==> config.mk <==
export PLATFORM = sky130hd
export DESIGN_NAME = uart_flit_assembler
export DESIGN_NICKNAME = d
export VERILOG_FILES = /design/src/rtl/uart_flit_assembler.sv
export SDC_FILE = /design/constraint.sdc
export NUM_CORES = 1
export LEC_CHECK = 0
export CORE_ASPECT_RATIO = 1.1
export CORE_MARGIN = 3
export CORE_UTILIZATION = 55
export DETAILED_ROUTE_END_ITERATION = 16
export PLACE_DENSITY = 0.9
export SLEW_MARGIN = 30
export SYNTH_ARGS = -nofsm -noshare
export SYNTH_HDL_FRONTEND = slang
export SYNTH_SLANG_ARGS = --single-unit
==> constraint.sdc <==
create_clock -name clk -period 9.9 [get_ports clk]
set_input_delay 1.485 -clock clk [delete_from_list [all_inputs] [get_ports clk]]
set_output_delay 1.485 -clock clk [all_outputs]
set_load 0.02 [all_outputs]
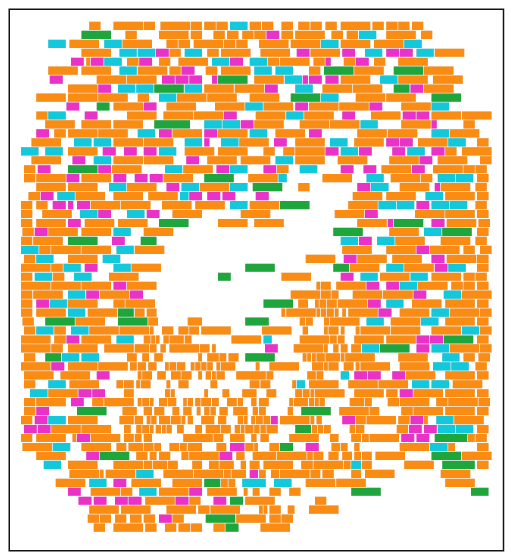
Run 1: cells by drive strength
magenta -> x2  # cells 141
green -> x6 and larger  # cells 46
orange -> x1 and smaller  # cells 688
cyan -> x3 and x4  # cells 125
final instance area: 15200 um2
post-route worst setup slack: 4380 ps
post-synthesis to final-layout area growth: 21.7%
count of plain and timing-repair buffers in the layout: 160

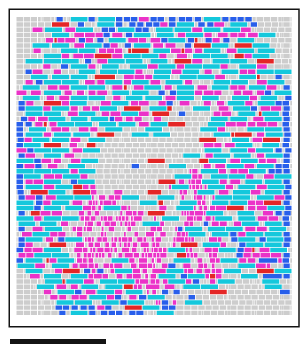
Run 1: cells coloured by class
Scale bar: 50 um. Fill, decap, tap and diode cells in grey.
magenta -> remaining logic cells  # cells 496, share of their area 33%
blue -> remaining buffers and delay cells  # cells 160, share of their area 11%
cyan -> registers  # cells 291, share of their area 49%
red -> clock drivers and dummy loads  # cells 53, share of their area 6.4%
placeable core area: 22200 um2
number of rows created at floorplan: 57
register share of the cell area: 48.0%
final core occ: 68.5%

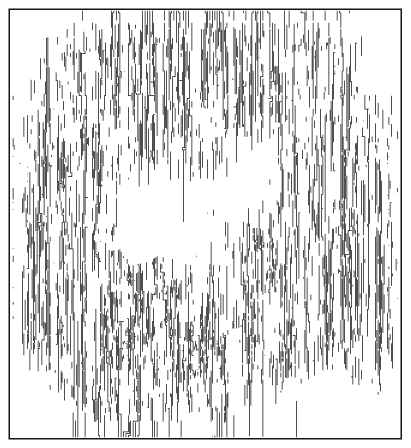
Run 1: signal wires on met2
wire length on this layer = 12700 um
nets with wire on the layer = 928
share of all routed wire = 50%
main direction = vertical
global-route track usage on met2: 35.6%
Detailed Route WL: 25600 um

==> results.sh, run 1 <==
# yosys + openroad results
export IMPL_layout_cells_non_filler=1295
export IMPL_rsz_0062_raised_after_global_routing="false"
export IMPL_cp_num_cells=13
export IMPL_boundaryPins=152
export IMPL_post_synth_tally_of_flip_flops_with_integrated_enable=0
export IMPL_drt_first_pass_iters=4
export IMPL_first_pass_grt_wire_length_um=41200
export IMPL_dieHeight_um=164
export IMPL_met1_length_um=11200
export IMPL_comb_area_share_pct=32.4
export IMPL_worstRegToRegCells=12
export IMPL_cts_htree_levels=1
export IMPL_power_leakage_nw=7.25
export IMPL_end_kind="flip-flop"
export IMPL_portBuffers=151
export IMPL_clk_buf_instances=40
export IMPL_layout_top_cell_excl_fill_tap="dfrtp_1"
export IMPL_worstPathCellList="clkdlybuf4s50_1 > and2_1 > ha_1 > fa_1 > or4_1 > a221o_1 > or4_1 > or4_1 > nor4_2 > and2_2 > nand3b_4 > buf_6 > mux2_4"
export IMPL_clock_path_buffers=3
export IMPL_number_of_nets_with_antenna_violations_after_detailed_routing=0
export IMPL_reg2reg_setup_slack_ps=5010
export IMPL_openroad_warning_count=26
export IMPL_crit_buf_inv=2
export IMPL_timing_final_setup_violations=0
export IMPL_wl_met2_um=12700
export IMPL_cts_tree="done"
export IMPL_crit_path_frequent_cell="or4_1"
export IMPL_setup_tns_final_ps=0
export IMPL_dominant_logic_cell_types_in_the_final_layout="dfrtp_1 (291), clkdlybuf4s50_1 (149), mux2_2 (130)"
export IMPL_p_seq_mw=1.61
export IMPL_outcome="finished, final reports clean"
export IMPL_largest_register_ffs=128
export IMPL_drv_slew=0
export IMPL_dr_wl_met3_um=1060
export IMPL_synthesis_area_per_yosys_um2=12500
export IMPL_grtUsageMet3_pct=3.15
export IMPL_final_nonclk_buf_share_pct=10.8
export IMPL_grt_busiest_layer="met2"
export IMPL_route_detailed_drc=0
export IMPL_post_cts_resize_count=0
export IMPL_synth_sequential_area_ratio_pct=58.4
export IMPL_tightestPinTransition_ps=854
export IMPL_post_synthesis_share_of_cell_area_spent_on_and_or_and_or_and_gates_pct=4.68
==> inputs of run 2 (changes only) <==
--- a/config.mk
+++ b/config.mk
@@ -7,9 +7,9 @@
 export LEC_CHECK = 0
 export CORE_ASPECT_RATIO = 1.1
 export CORE_MARGIN = 3
-export CORE_UTILIZATION = 55
+export CORE_UTILIZATION = 50
 export DETAILED_ROUTE_END_ITERATION = 16
-export PLACE_DENSITY = 0.9
+export PLACE_DENSITY = 0.87
 export SLEW_MARGIN = 30
 export SYNTH_ARGS = -nofsm -noshare
 export SYNTH_HDL_FRONTEND = slang
==> constraint.sdc (replaced) <==
create_clock -name clk -period 4.6 [get_ports clk]
set_input_delay 0.69 -clock clk [delete_from_list [all_inputs] [get_ports clk]]
set_output_delay 0.69 -clock clk [all_outputs]
set_load 0.02 [all_outputs]
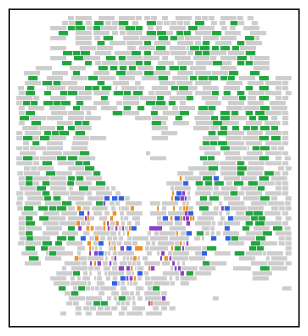
Run 2: gate-type map
purple -> nand cells  # cells 40, where bottom centre
orange -> nor cells  # cells 41
blue -> xor and xnor cells  # cells 26
green -> mux cells  # cells 249, where spread over the die
logic share of the area: 31.7%
post-route insts no fill: 1332

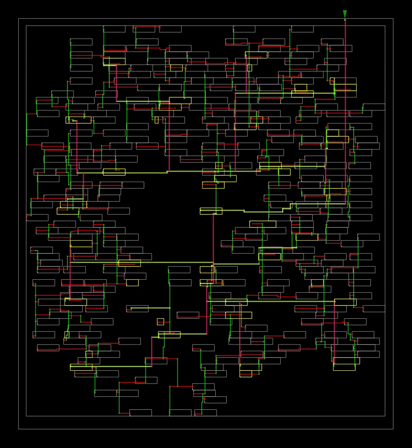
Run 2: the clock network
clock network power: 2.44 mW
insertion delay at the late pin of the worst-skew pair: 540 ps
clk_buf instances: 39
largest clock skew in the final design: 12.5 ps
sequential cells: 291

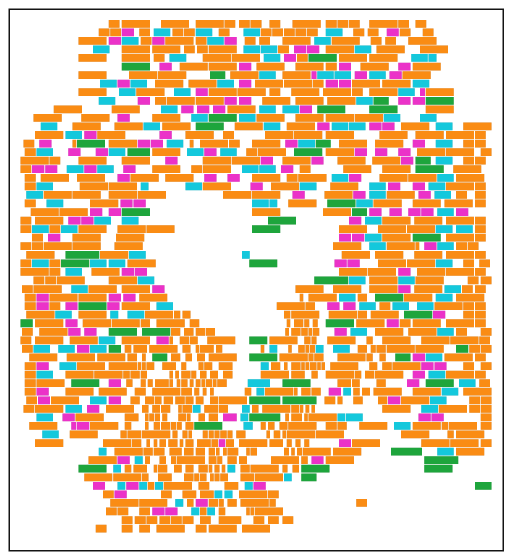
Run 2: cells by drive strength
cyan -> x3 and x4  # cells 148
orange -> x1 and smaller  # cells 687
green -> x6 and larger  # cells 52
magenta -> x2  # cells 135
final instance area: 15500 um2
post-synthesis to final-layout area growth: 24.4%

==> run 2 against run 1 <==
Sequential power grew 110%. First-iteration DRC count grew 27%. Critical path depth grew 1. Clock-buffer cell count shrank 1. Register-to-register slack lost 4700 ps. Core utilization shrank 5.1 points. Hold slack lost 450 ps. Sequential share of layout area shrank 1.0 points.
==> results.sh, run 2 <==
# yosys + openroad results
export IMPL_layout_top_cell_excl_fill_tap="dfrtp_1"
export IMPL_end_kind="flip-flop"
export IMPL_syn_instance_count=825
export IMPL_dominant_logic_cell_types_in_the_final_layout="dfrtp_1 (291), clkdlybuf4s50_1 (149), mux2_2 (130)"
export IMPL_number_of_nets_with_antenna_violations_after_detailed_routing=0
export IMPL_boundaryPins=152
export IMPL_drt_first_pass_iters=4
export IMPL_sw_frac_of_total_pct=27.5
export IMPL_buffers_excl_clock=185
export IMPL_power_leakage_nw=7.43
export IMPL_portBuffers=151
export IMPL_post_synth_mux_area_share_pct=26.0
export IMPL_synthXorXnorAreaFrac_pct=1.83
export IMPL_share_of_layout_cells_above_drive_strength_1_pct=32.8
export IMPL_openroad_warning_count=27
export IMPL_timing_final_setup_violations=0
export IMPL_cts_root_buf="clkbuf_16"
export IMPL_synth_cell_type_count=53
export IMPL_synthesis_area_per_yosys_um2=12500
export IMPL_core_area_um2=24500
export IMPL_crit_path_frequent_cell="or4_1"
export IMPL_global_route_usage_met2_pct=32.3
export IMPL_outcome="finished, final reports clean"
export IMPL_num_multi_input_gates=490
export IMPL_wirelength_um=26200
export IMPL_worstRegToRegCells=13
export IMPL_wl_met2_um=13100
export IMPL_route_detailed_drc=0
export IMPL_std_cell_rows=60
export IMPL_dieHeight_um=172
export IMPL_layout_non_clock_inverters=6
export IMPL_rsz_0062_raised_after_global_routing="false"
export IMPL_clkSlewWorstSetupHoldPaths_ps=60
export IMPL_seq_area_share_pct=46.9
export IMPL_cts_tree="done"
export IMPL_tightestPinTransition_ps=949
export IMPL_synth_sequential_area_ratio_pct=58.4
export IMPL_p_seq_mw=3.46
export IMPL_crit_buf_inv=3
export IMPL_drv_slew=0
export IMPL_layout_core_utilization_pct=63.4
export IMPL_topCombFamilyByArea="multiplexers"
export IMPL_p_total_mw=7.15
export IMPL_grt_busiest_layer="met2"
export IMPL_first_pass_grt_wire_length_um=41700
export IMPL_post_synthesis_share_of_cell_area_spent_on_and_or_and_or_and_gates_pct=4.68
export IMPL_post_synth_tally_of_flip_flops_with_integrated_enable=0
export IMPL_met1_length_um=11300
export IMPL_numPlacedInstances=1274
export IMPL_post_cts_resize_count=0
export IMPL_clock_path_buffers=3
export IMPL_cts_htree_levels=1
export IMPL_final_nonclk_buf_share_pct=12.3
export IMPL_setup_tns_final_ps=0
export IMPL_largest_register_ffs=128
export IMPL_cp_num_cells=14
export IMPL_dr_wl_met3_um=1270
export IMPL_final_setup_worst_slack_ps=117
export IMPL_grtUsageMet3_pct=2.64
export IMPL_reg2reg_setup_slack_ps=280
export IMPL_worstPathCellList="clkdlybuf4s50_1 > and2_1 > ha_1 > fa_1 > or4_1 > a221o_1 > or4_1 > or4_1 > nor4_2 > and2_4 > nand3b_4 > buf_4 > clkbuf_16 > mux2_4"
Power is estimated from default activity; no workload was simulated.
